$ cat src/rtl/vm_cash_pkg.sv
// Shared constants and types for the vending machine cash front end.
// Default denominations, debounce depth and the BCD engine state encoding.
package vm_cash_pkg;

    localparam int DENOM_1   = 1;
    localparam int DENOM_5   = 5;
    localparam int DENOM_10  = 10;
    localparam int DENOM_20  = 20;
    localparam int DENOM_50  = 50;
    localparam int DENOM_100 = 100;

    localparam int DEB_CYC_DEF = 16;

    typedef enum logic [1:0] {
        BCD_IDLE,
        BCD_SHIFT,
        BCD_DONE
    } bcd_state_e;

endpackage

$ cat src/rtl/cash_debounce.sv
// One cash channel: 2-FF synchroniser, debounce counter and a one-cycle
// pulse on each rising edge of the debounced level.
module cash_debounce
    import vm_cash_pkg::*;
#(
    parameter int DEB_CYC = DEB_CYC_DEF
) (
    input  logic clk,
    input  logic rst,
    input  logic raw_i,
    output logic level_o,
    output logic rise_o
);

    localparam int CW = $clog2(DEB_CYC + 1);

    logic          sync1_q;
    logic          sync2_q;
    logic          level_q;
    logic          rise_q;
    logic [CW-1:0] cnt_q;
    logic          flip;

    // Last differing sample of a full stable run flips the level.
    assign flip = (sync2_q != level_q) && (cnt_q == CW'(DEB_CYC - 1));

    always_ff @(posedge clk or negedge rst) begin
        if (!rst) begin
            sync1_q <= 1'b0;
            sync2_q <= 1'b0;
            level_q <= 1'b0;
            rise_q  <= 1'b0;
            cnt_q   <= '0;
        end else begin
            sync1_q <= raw_i;
            sync2_q <= sync1_q;
            rise_q  <= flip && sync2_q;
            if (sync2_q == level_q) begin
                cnt_q <= '0;
            end else if (flip) begin
                cnt_q   <= '0;
                level_q <= sync2_q;
            end else begin
                cnt_q <= cnt_q + 1'b1;
            end
        end
    end

    assign level_o = level_q;
    assign rise_o  = rise_q;

endmodule

$ cat src/rtl/cash_accumulator.sv
// Cash acceptor front end: debounced channels summed into a saturating
// credit register with deduct/clear, plus a sequential binary-to-BCD engine.
module cash_accumulator
    import vm_cash_pkg::*;
#(
    parameter int                        NUM_CH     = 6,
    parameter int                        AMT_W      = 10,
    parameter int                        DENOM_W    = 8,
    parameter logic [NUM_CH*DENOM_W-1:0] DENOMS     = {
        8'(DENOM_100), 8'(DENOM_50), 8'(DENOM_20),
        8'(DENOM_10),  8'(DENOM_5),  8'(DENOM_1)
    },
    parameter int                        MAX_AMOUNT = 999,
    parameter int                        DEB_CYC    = DEB_CYC_DEF,
    parameter int                        BCD_DIGITS = 4
) (
    input  logic                    clk,
    input  logic                    rst,
    input  logic [NUM_CH-1:0]       cash_in,
    input  logic                    clear,
    input  logic                    deduct_valid,
    input  logic [AMT_W-1:0]        deduct_amt,
    output logic                    deduct_ready,
    output logic                    deduct_done,
    output logic                    deduct_ok,
    output logic [AMT_W-1:0]        amount,
    output logic [NUM_CH-1:0]       reject,
    output logic [4*BCD_DIGITS-1:0] currency_bcd,
    output logic                    bcd_valid,
    output logic [NUM_CH-1:0]       cash_led
);

    localparam int SUM_W = AMT_W + 1;
    localparam int BCD_W = 4 * BCD_DIGITS;
    localparam int IT_W  = $clog2(AMT_W + 1);

    logic [NUM_CH-1:0] lvl;
    logic [NUM_CH-1:0] ev;

    for (genvar i = 0; i < NUM_CH; i++) begin : g_ch
        cash_debounce #(
            .DEB_CYC (DEB_CYC)
        ) u_deb (
            .clk     (clk),
            .rst     (rst),
            .raw_i   (cash_in[i]),
            .level_o (lvl[i]),
            .rise_o  (ev[i])
        );
    end

    logic [AMT_W-1:0]  amount_q, amount_d;
    logic [NUM_CH-1:0] reject_q, reject_d;
    logic              done_q;
    logic              ok_q;

    logic [SUM_W-1:0]  ins;
    logic [SUM_W-1:0]  base;
    logic [SUM_W-1:0]  total;
    logic              tx;
    logic              ok;

    always_comb begin
        ins = '0;
        for (int i = 0; i < NUM_CH; i++) begin
            if (ev[i]) begin
                ins = ins + SUM_W'(DENOMS[i*DENOM_W +: DENOM_W]);
            end
        end
        tx    = deduct_valid && !clear;
        ok    = tx && (deduct_amt <= amount_q);
        base  = ok ? SUM_W'(amount_q - deduct_amt) : SUM_W'(amount_q);
        total = base + ins;
        amount_d = amount_q;
        reject_d = '0;
        if (clear) begin
            amount_d = '0;
            reject_d = ev;
        end else if (total <= SUM_W'(MAX_AMOUNT)) begin
            amount_d = total[AMT_W-1:0];
        end else begin
            // Whole cycle's insertions refused together on overflow.
            amount_d = base[AMT_W-1:0];
            reject_d = ev;
        end
    end

    always_ff @(posedge clk or negedge rst) begin
        if (!rst) begin
            amount_q <= '0;
            reject_q <= '0;
            done_q   <= 1'b0;
            ok_q     <= 1'b0;
        end else begin
            amount_q <= amount_d;
            reject_q <= reject_d;
            done_q   <= tx;
            ok_q     <= ok;
        end
    end

    function automatic logic [BCD_W-1:0] add3(input logic [BCD_W-1:0] v);
        logic [BCD_W-1:0] r;
        r = v;
        for (int d = 0; d < BCD_DIGITS; d++) begin
            if (r[d*4 +: 4] >= 4'd5) begin
                r[d*4 +: 4] = r[d*4 +: 4] + 4'd3;
            end
        end
        return r;
    endfunction

    bcd_state_e       state_q;
    logic [AMT_W-1:0] snap_q;
    logic [AMT_W-1:0] bin_q;
    logic [BCD_W-1:0] work_q;
    logic [BCD_W-1:0] bcd_q;
    logic [IT_W-1:0]  it_q;
    logic             bcd_valid_q;
    logic [BCD_W-1:0] adj;

    assign adj = add3(work_q);

    always_ff @(posedge clk or negedge rst) begin
        if (!rst) begin
            state_q     <= BCD_IDLE;
            snap_q      <= '0;
            bin_q       <= '0;
            work_q      <= '0;
            bcd_q       <= '0;
            it_q        <= '0;
            bcd_valid_q <= 1'b1;
        end else begin
            case (state_q)
                BCD_IDLE: begin
                    if (amount_q != snap_q) begin
                        snap_q      <= amount_q;
                        bin_q       <= amount_q;
                        work_q      <= '0;
                        it_q        <= '0;
                        bcd_valid_q <= 1'b0;
                        state_q     <= BCD_SHIFT;
                    end
                end
                BCD_SHIFT: begin
                    {work_q, bin_q} <= {adj, bin_q} << 1;
                    it_q <= it_q + 1'b1;
                    if (it_q == IT_W'(AMT_W - 1)) begin
                        state_q <= BCD_DONE;
                    end
                end
                BCD_DONE: begin
                    // A stale snapshot leaves valid low; IDLE reconverts.
                    bcd_q       <= work_q;
                    bcd_valid_q <= (snap_q == amount_q);
                    state_q     <= BCD_IDLE;
                end
                default: state_q <= BCD_IDLE;
            endcase
        end
    end

    assign deduct_ready = !clear;
    assign deduct_done  = done_q;
    assign deduct_ok    = ok_q;
    assign amount       = amount_q;
    assign reject       = reject_q;
    assign currency_bcd = bcd_q;
    assign bcd_valid    = bcd_valid_q;
    assign cash_led     = lvl;

endmodule

$ cat config.mk
export PLATFORM = sky130hd
export DESIGN_NAME = cash_accumulator
export DESIGN_NICKNAME = d
export VERILOG_FILES = /design/src/rtl/vm_cash_pkg.sv /design/src/rtl/cash_debounce.sv /design/src/rtl/cash_accumulator.sv
export SDC_FILE = /design/constraint.sdc
export NUM_CORES = 1
export LEC_CHECK = 0
export CAP_MARGIN = 20
export CORE_MARGIN = 1
export CORE_UTILIZATION = 35
export DETAILED_ROUTE_END_ITERATION = 10
export PLACE_DENSITY = 0.6
export SETUP_SLACK_MARGIN = 0.5
export SYNTH_ARGS = -nofsm -noshare
export SYNTH_HDL_FRONTEND = slang
export SYNTH_HIERARCHICAL = 1
export SYNTH_SLANG_ARGS = --single-unit
$ cat constraint.sdc
create_clock -name clk -period 12.3 [get_ports clk]
set_input_delay 2.46 -clock clk [delete_from_list [all_inputs] [get_ports clk]]
set_output_delay 2.46 -clock clk [all_outputs]
set_load 0.01 [all_outputs]
==> run_results.csv, run 1 <==
group,metric,value,unit
run_status,status,"complete, no violations",
synthesis,edf_count,0,
worst_setup_path,critPathLaunch,"deduct_amt[4]",
sta,finalSetupViolCount,0,
global_routing,grt_pass1_wl,24200,um
synthesis,async_reset_ff_frac,1.00,
floorplanning,die-width,142,um
synthesis,ys_sh_simple,0.146,
global_routing,antenna_found_initial,0,
global_routing,first_global_vias,5040,
sta,finalSetupTns,0,ns
clock_tree,ctsHoldBuffers,0,
clock_tree,numCtsBuffers,17,
pwr,comb_power_share,0.077,
placed_design,dpl.hpwl,9940,um
flow_run,warnings,34,
worst_setup_path,critical_path.endpoint,"amount[7]",
synthesis,synth-xor-area-share,0.0698,
worst_hold_path,min_from,"g_ch[5].u_deb/sync1_q",
cells_and_area,area_delta_synth_final,22.8,%
synthesis,ys_ff,131,
worst_hold_path,hold_end,"g_ch[5].u_deb/sync2_q",
synthesis,synth_top_flop_cell,"dfrtp_1",
sta,whs,0.347,ns
floorplanning,die-area,20300,um2
clock_tree,cts_buffer_depth,2,
worst_hold_path,hold_path_class,"reg2reg",
synthesis,top_cell,"dfrtp_1",
flow_run,cap_violations,0,
sta,worst_pin_slew,0.909,ns
cells_and_area,nets,794,
sta,final.min_clock_period,6.92,ns
global_routing,grt_use_total,0.151,
synthesis,ys_cells,663,
cells_and_area,antenna_cells,0,
clock_tree,cts_setup_buffers,0,
clock_tree,cts_tree,"done",
clock_tree,clock-sinks,131,
cells_and_area,largest_reg_flops,30,
floorplanning,die_h,142,um
sta,maxSlewHeadroom,0.394,
pwr,powerClk,0.548,mW
sta,finalClockPeriodUsage,0.563,
pwr,internal-power,0.831,mW
synthesis,topCellsByArea,"dfrtp_1 (47%), ha_1 (7.8%), xor2_1 (4.6%)",
routing,wl_met2,6490,um
worst_setup_path,cp_max_fo,17,
floorplanning,initCoreUtil,0.363,
placed_design,dpl_worst_slack,5.03,ns
floorplanning,core-area,19000,um2
pwr,p_clk_frac,0.503,
pwr,p_comb,0.0845,mW
cells_and_area,most-common-layout-cells,"dfrtp_1 (130), nand2_1 (71), clkdlybuf4s50_1 (60)",
placed_design,placed_cell_area,7770,um2
worst_hold_path,holdPathStages,0,
pwr,peakVddDrop,0.0000944,V
routing,drc,0,
routing,drt_pass1_iterations,4,
synthesis,ys_seq_share,0.475,
sta,finalWorstSetupSlack,5.38,ns
pwr,top_power_group,"clock",
worst_setup_path,crit_required,12.60,ns
pwr,power,1.09,mW
worst_setup_path,r2r_cells,22,
sta,finalHoldViolations,0,
cells_and_area,drive_above_1_share,0.143,
routing,antenna_left,0,
cells_and_area,regMostFlops,"g_ch.u_deb/cnt_q",
clock_tree,worstSkewPairLatency,0.41,ns
routing,vias_per_cell,5.02,
clock_tree,htreeDepth,4,
global_routing,grtUsageMet1,0.200,
synthesis,top_cell_area_share,0.472,
pwr,powerSeq,0.457,mW
worst_setup_path,r2r_slack,7.32,ns
pwr,p_switching,0.260,mW
worst_setup_path,crit_path_start_kind,"primary input",
routing,m1WireLength,6740,um
cells_and_area,layout_top_cell,"dfrtp_1",
worst_setup_path,r2r_end,"amount[7]",
sta,clock-skew-final,0.00863,ns
sta,drv_slew,0,
pwr,seqPwrFrac,0.420,
synthesis,yosys_area,6900,um2
synthesis,mux_share,0.0533,
sta,max_freq,0.144,GHz
clock_tree,cts_resized,0,
pwr,power.density,129,nW/um2
worst_setup_path,worst_ep_arrival_time,7.22,ns
global_routing,grt_util_met2,0.235,
floorplanning,io_pins,62,
clock_tree,clockRootBuffer,"clkbuf_16",
clock_tree,clk_pin_slew_worst_paths,0.06,ns
global_routing,grt_max_degree,84,
synthesis,synthCells,663,
routing,met3_length,808,um
global_routing,top_usage_layer,"met2",
synthesis,yosysUniqueCellTypes,68,
placed_design,portBuffers,61,
synthesis,synthAoiAreaFrac,0.136,
routing,vias,5032,
synthesis,fp_nets,728,
synthesis,ys_top_cells_by_count,"dfrtp_1 (130), nand2_1 (71), ha_1 (43), inv_1 (42), xor2_1 (36)",
routing,routed_wl,14200,um
synthesis,synth_warnings,6,
global_routing,use_met3,0.0448,
worst_setup_path,worstSetupPathType,"in2reg",
synthesis,synthAdderAreaFrac,0.0838,
cells_and_area,utilization,0.445,
global_routing,grt_overflow_total,0,
routing,post_drt_wl_per_cell,14.2,um
synthesis,top_logic_kind,"simple AND/OR/NAND/NOR gates",
cells_and_area,stdcell_count,1002,
placed_design,dp.cells,967,
sta,rsz0062_at_grt,"false",
## run 1: critical path, stage by stage
cell             delay, ns
clkdlybuf4s50_1       0.45
inv_1                 0.04
ha_1                  0.35
a21oi_1               0.20
nand2_1               0.07
o21ai_1               0.21
a21bo_1               0.45
inv_1                 0.12
nand2_1               0.10
nand2_1               0.12
ha_1                  0.32
a211o_1               0.29
o211ai_1              0.16
a21oi_1               0.14
o311a_1               0.36
a21oi_1               0.17
or4bb_1               0.48
a21oi_2               0.27
nor2_2                0.18
o221a_2               0.28
## run 1: area by class of cell
class	count	area, um2
clock buffers	19	453
clock inverters	13	195
fillers	1787	10500
inverters	42	158
multi-input cells	470	3370
flip-flops and latches	131	3280
well taps	260	325
repair buffers	67	684
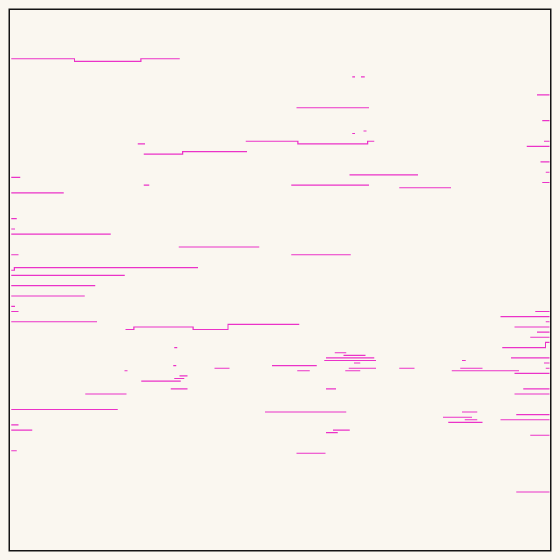
Run 1: signal wires on met3
- wire length on this layer: 808 um
- main direction: horizontal
- share of all routed wire: 5.7%
- nets with wire on the layer: 72
- longest straight run: 48.3 um

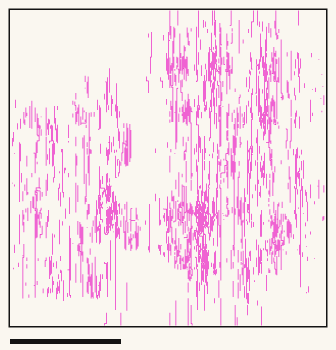
Run 1: signal wires on met2
The bar under the picture is 50 um long.
- share of all routed wire: 46%
- nets with wire on the layer: 676

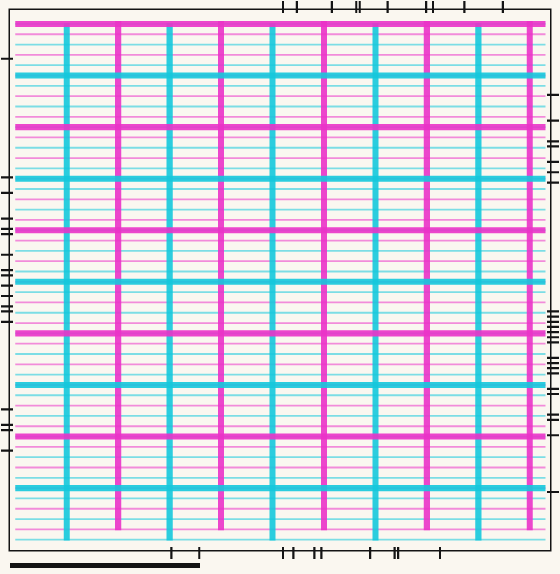
Run 1: supply network
The bar under the picture is 50 um long. Pins as bars on the die edge.
- cyan: VSS
- magenta: VDD
- met1 rails: 51
- met5 straps: 10

==> inputs of run 2 (changes only) <==
--- a/config.mk
+++ b/config.mk
@@ -9,7 +9,7 @@
 export CORE_MARGIN = 1
 export CORE_UTILIZATION = 35
 export DETAILED_ROUTE_END_ITERATION = 10
-export PLACE_DENSITY = 0.6
+export PLACE_DENSITY = 0.62
 export SETUP_SLACK_MARGIN = 0.5
 export SYNTH_ARGS = -nofsm -noshare
 export SYNTH_HDL_FRONTEND = slang
==> constraint.sdc (replaced) <==
create_clock -name clk -period 5.7 [get_ports clk]
set_input_delay 1.14 -clock clk [delete_from_list [all_inputs] [get_ports clk]]
set_output_delay 1.14 -clock clk [all_outputs]
set_load 0.01 [all_outputs]
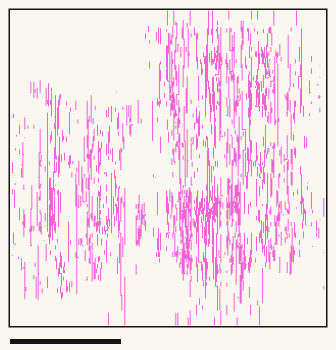
Run 2: signal wires on met2
The bar under the picture is 50 um long.
- wire length on this layer: 6,350 um
- longest straight run: 53.5 um
- nets with wire on the layer: 664
- main direction: vertical

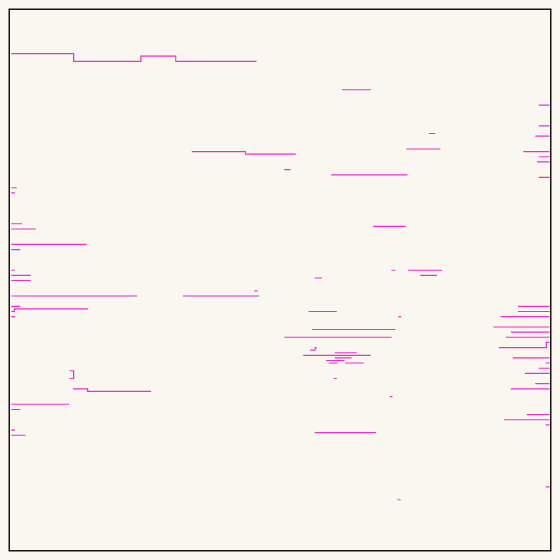
Run 2: signal wires on met3
- share of all routed wire: 4.1%
- nets with wire on the layer: 60
- longest straight run: 32.9 um

==> run_results.csv, run 2 <==
group,metric,value,unit
clock_tree,ctsHoldBuffers,0,
routing,post_drt_wl_per_cell,14.1,um
clock_tree,numCtsBuffers,17,
floorplanning,die_h,142,um
clock_tree,htreeDepth,4,
sta,finalSetupTns,0,ns
sta,finalClockPeriodUsage,0.879,
clock_tree,clk_pin_slew_worst_paths,0.06,ns
sta,whs,0.348,ns
synthesis,synth_warnings,6,
worst_setup_path,max_stage_delay,0.58,ns
clock_tree,worstSkewPairLatency,0.42,ns
synthesis,edf_count,0,
pwr,peakVddDrop,0.000242,V
worst_setup_path,critPathTopFamily,"AND-OR/OR-AND gates",
pwr,p_comb,0.180,mW
synthesis,top_logic_kind,"simple AND/OR/NAND/NOR gates",
global_routing,grt_util_met2,0.214,
floorplanning,core-area,19000,um2
pwr,comb_power_share,0.076,
cells_and_area,regMostFlops,"g_ch.u_deb/cnt_q",
routing,vias_per_cell,4.88,
sta,maxSlewHeadroom,0.276,
pwr,powerSeq,0.987,mW
cells_and_area,nets,808,
pwr,p_switching,0.566,mW
synthesis,ys_cells,663,
sta,clock-skew-final,0.0131,ns
synthesis,yosysUniqueCellTypes,68,
sta,final.min_clock_period,5.01,ns
synthesis,ys_top_cells_by_count,"dfrtp_1 (130), nand2_1 (71), ha_1 (43), inv_1 (42), xor2_1 (36)",
worst_setup_path,worst_ep_arrival_time,5.31,ns
clock_tree,clockRootBuffer,"clkbuf_16",
global_routing,grtUsageMet1,0.210,
routing,antenna_left,0,
routing,met3_length,591,um
routing,wl_met2,6350,um
worst_setup_path,critPathLaunch,"deduct_amt[2]",
placed_design,placed_cell_area,7840,um2
sta,finalSetupViolCount,0,
global_routing,antenna_found_initial,0,
floorplanning,initCoreUtil,0.363,
run_status,status,"complete, no violations",
clock_tree,cts_tree,"done",
worst_setup_path,worstSetupPathType,"in2reg",
pwr,power.density,268,nW/um2
worst_setup_path,cp_slowest_cell,"or4bb_4",
worst_hold_path,holdPathStages,0,
sta,finalWorstSetupSlack,0.687,ns
routing,m1WireLength,7170,um
routing,drc,0,
global_routing,grt_use_total,0.150,
synthesis,async_reset_ff_frac,1.00,
pwr,power,2.35,mW
worst_setup_path,crit_cells,21,
synthesis,synth_top_flop_cell,"dfrtp_1",
worst_hold_path,hold_end,"g_ch[4].u_deb/sync2_q",
synthesis,yosys_area,6900,um2
cells_and_area,utilization,0.462,
pwr,internal-power,1.79,mW
synthesis,topCellsByArea,"dfrtp_1 (47%), ha_1 (7.8%), xor2_1 (4.6%)",
synthesis,ys_ff,131,
cells_and_area,drive_above_1_share,0.196,
worst_setup_path,crit_path_start_kind,"primary input",
clock_tree,clock-sinks,131,
global_routing,top_usage_layer,"met2",
global_routing,grt_pass1_wl,23500,um
synthesis,mux_share,0.0533,
cells_and_area,stdcell_count,1016,
sta,drv_slew,0,
synthesis,synth-xor-area-share,0.0698,
floorplanning,die-area,20300,um2
cells_and_area,most-common-layout-cells,"dfrtp_1 (130), nand2_1 (68), clkdlybuf4s50_1 (60)",
placed_design,dp.cells,976,
synthesis,synthCells,663,
routing,drt_pass1_iterations,4,
global_routing,use_met3,0.0414,
placed_design,dpl.hpwl,9470,um
synthesis,top_cell,"dfrtp_1",
worst_setup_path,critPathBufInv,4,
synthesis,synthAoiAreaFrac,0.136,
synthesis,ys_sh_simple,0.146,
pwr,seqPwrFrac,0.419,
worst_setup_path,critical_path.endpoint,"amount[7]",
routing,routed_wl,14300,um
cells_and_area,layout_top_cell,"dfrtp_1",
cells_and_area,area_delta_synth_final,27.3,%
worst_setup_path,r2r_slack,0.85,ns
worst_hold_path,min_from,"g_ch[4].u_deb/sync1_q",
synthesis,top_cell_area_share,0.472,
[run 2: cell counts after synthesis]
Identical to the previous run, type by type.
[run 2: final cells by class]
class                      count  area, um2
clock buffer                  19        453
clock inverter                13        195
fill                        1810      10200
inverter                      42        158
multi-input combinational    470       3600
sequential                   131       3280
tap                          260        325
timing repair buffer          81        777
[run 2: what timing repair did]
action,in CTS,in global routing
gates resized,1,40
pin swaps,1,11
buffers inserted,1,6
endpoints found under the hold margin,0,0
setup endpoints to repair,6,16
[run 2: cells by family after synthesis]
logic type	Yosys count
XOR/XNOR	55
flip-flops	131
AND-OR/OR-AND	141
buffers and inverters	62
adder cells (fa/ha/maj)	45
AND/OR/NAND/NOR	196
multiplexers	33
Power and IR drop assume default switching activity.
